### Cell placement

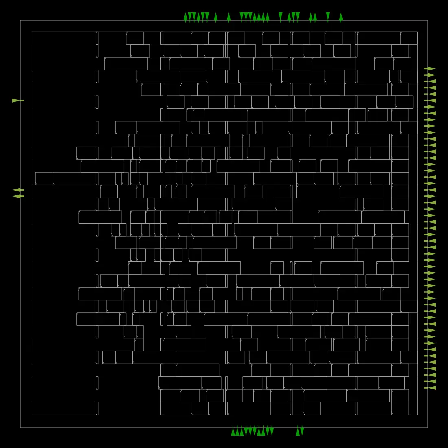
### Routed metal, one color a layer

Two of the layers only.
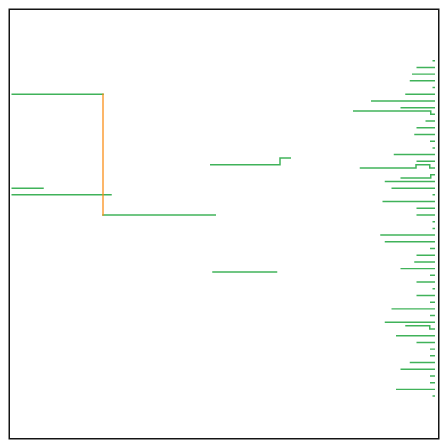
### Nets reached from selected ports

Scale bar: 20 microns.
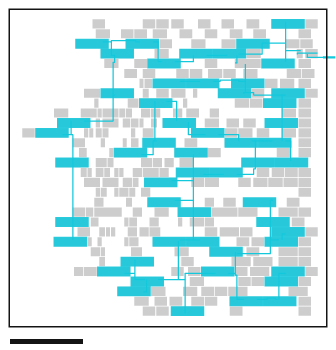
### Met2 routing

Scale bar: 20 microns.
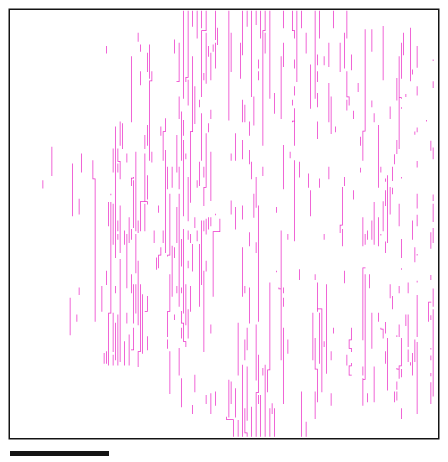
### Register map, names as in the netlist

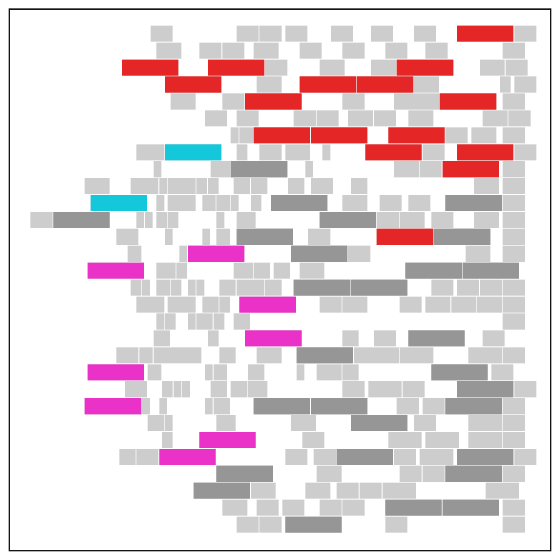
==> config.mk <==
export PLATFORM = sky130hd
export DESIGN_NAME = mem_ctrl
export DESIGN_NICKNAME = d
export VERILOG_FILES = /design/src/rtl/mem_ctrl.sv
export SDC_FILE = /design/constraint.sdc
export NUM_CORES = 1
export LEC_CHECK = 0
export CORE_MARGIN = 2
export CORE_UTILIZATION = 35
export CTS_BUF_LIST = sky130_fd_sc_hd__clkbuf_4
export DETAILED_ROUTE_END_ITERATION = 8
export GPL_TIMING_DRIVEN = 0
export PLACE_DENSITY = 0.65
export SETUP_SLACK_MARGIN = 0.2
export SYNTH_ARGS = -nofsm -noshare
export SYNTH_HDL_FRONTEND = slang
export SYNTH_SLANG_ARGS = --single-unit
==> constraint.sdc <==
create_clock -name clk -period 3.1 [get_ports clk]
set_input_delay 0.31 -clock clk [delete_from_list [all_inputs] [get_ports clk]]
set_output_delay 0.31 -clock clk [all_outputs]
set_load 0.005 [all_outputs]
==> CHANGELOG.md <==
### Implementation results

- Flop-to-flop setup slack: 1.0 ns
- Top Layout Cells: 87 x clkdlybuf4s50_1, 54 x dfrtp_1, 31 x mux2_2
- DIE WIDTH: 86.78 microns
- Relative slew slack: 64.25%
- Floorplan core density: 35.70%
- DRT iter0 DRCs: 42
- Max Cap Viol: 0
- Switching share of power: 31.50%
- CTS Buffer Depth: 2
- Synth area leader: dfrtp_1
- Final Critical Period: 2.100 ns
- Placed insts: 346
- Gate Area: 969.7 sq um
- Reg clk slew, reported paths: 0.17 ns
- TNS Setup: 0 ns
- Design area: 0.003466 sq mm
- Yosys warning tally: 0
- Ys cells: 177
- Yosys adder share: 3.130%
- Core box area: 0.006719 sq mm
- CTS tree: yes
- Cell Int Power: 1.682 mW
- Synth cell types: 35
- Drc violations: 0
- RSZ-0062 raised after global routing: false
- Top non-seq family: multiplexers
- PwrDens: 708.5 mW/mm^2
- Metal3 WL: 336 microns
- Syn avg cell area: 13.55 sq um
- Post-Synthesis Cells: 177
- Metal2 WL: 2.221 mm
- Minimum hold slack: 0.3543 ns
- Vias in the first global route: 1657
- Grt total ovfl: 0
- Worst vdd ir: 0.0002754 V
- Chip area: 0.007531 sq mm
- Pleak: 1.491 nW
- Cts repair resizes: 0
- Count of tool warnings: 30
- Setup Skew: 0.01310 ns
- Sequential fraction of design power: 42.0%
- Slew Viols, Final: 0
- Total power: 2.456 mW
- Worst Hold Class: primary input to asynchronous set/reset pin
- Placed cell areas: 0.003395 sq mm
- Ao+oa area frac: 8.346%
- GP Congestion: 0.7768
- Post-Syn Area: 0.002399 sq mm
- Net Count, Synth: 227
- Final period util: 67.74%
- Fraction of registers with async set/reset: 100.0%
- DRT antenna net count: 0
- Post-synth EDFFs: 0
- R2R depth: 6
- Busiest metal layer after global routing: met2
- Routing usage on met1: 18.97%
- Net Sw Power: 773.6 uW
- Latency at later pin: 0.37 ns
- Crit Path Class: register to register
- CP endpoint kind: register
- Max Freq: 0.4762 GHz
- First drt pass iteration count: 3
- DP HPWL: 3.783 mm
- Clock Power Share: 13.0%
- CTS Buf Count: 5
- XOR Share, Synth: 0%
- Synth cell count leaders: 54 x dfrtp_1, 31 x mux2_2, 10 x mux2_4, 8 x nand2_1
- Worst-path maximum fanout: 10
- Synthesis area per yosys: 0.002399 sq mm
- Hold buffer count at CTS: 1
- Worst Tran Pin Value: 0.5362 ns
- Most frequent logic cell in the layout: clkdlybuf4s50_1
- Required time worst endpoint: 3.37 ns
- Yosys simple share: 8.138%
- Most common cell in the netlist: dfrtp_1
- TritonCTS Sinks: 54
- Top-area cell share: 56.34%
- Die Height: 86.78 microns
- Startpoint types: register
- Layout cells sized above 1: 21.09%
- Post-synthesis sequential area ratio: 56.34%
- Multiplexer share: 20.81%
- Flops after synth: 54
- Layout area overhead: 44.50%
- Final Setup Violations: 0
- Critical path arrival: 2.37 ns
- Pin count of the biggest net entering global routing: 40
- Setup bufs post-CTS: 0
- Vias per inst: 4.834
- Outcome: complete, no violations
- Place WS: 1.002 ns
- Antenna cell count: 0
## Picture notes: 'Cell placement'
Cell Rows: 30
Tap Count: 80
flop share of the area: 38.99%
Util after Layout: 51.58%
tally of filler cells in the layout: 583

## Picture notes: 'Routed metal, one color a layer'
Key: met4 = orange [wire length 24.5 microns]; met3 = green [wire length 337 microns]
routed via count: 1716
Global Route Usage Sum: 13.58%
WL/cell: 14.16 microns

## Picture notes: 'Nets reached from selected ports'
Key: rst_n = cyan [bits 1, direction input, end cells 54, buffers 3, wire 420 microns]
I/O pins: 89
Buffers on Ports: 88

## Picture notes: 'Met2 routing'
The longest straight run is 28.9 microns. The wires run mostly vertical. 288 nets have wire on it. The layer holds 44% of the routed length.
final wirelength: 5.027 mm
GR Util met2: 20.89%

## Picture notes: 'Register map, names as in the netlist'
Key: r_cnt = magenta [placed flops 8]; mem_wdata = red [placed flops 16]; r_state = cyan [placed flops 2]
Another 28 sequential cells are not colored.
register area: 0.001351 sq mm
Seq. pwr: 1.03 mW

==> cell type report <==
cell class | count | area share (%)
clock inverter | 3 | 0.6859
clock buffer | 5 | 1.083
sequential | 54 | 38.99
inverter | 7 | 0.7581
tap | 80 | 2.888
multi-input combinational | 109 | 27.98
timing repair buffer | 90 | 26.14
buffer | 7 | 1.480
==> critical path: stages (launching register included) <==
cell      delay (ns)
dfrtp_1         0.48
nor4_4          0.36
o211ai_2        0.16
or3b_1          0.42
buf_6           0.16
buf_12          0.15
mux2_4          0.30
==> power by group through the flow <==
stage               logic (mW)  registers [mW]  clock network, mW
detailed placement        1.12            1.05                  0
floorplan                0.505            1.06                  0
finish                    1.11            1.03              0.318
CTS                       1.13            1.03              0.340
global placement          1.10            1.04                  0
global route              1.22            1.06              0.366
Power figures rest on the tool's default switching activity, not on a simulated workload.
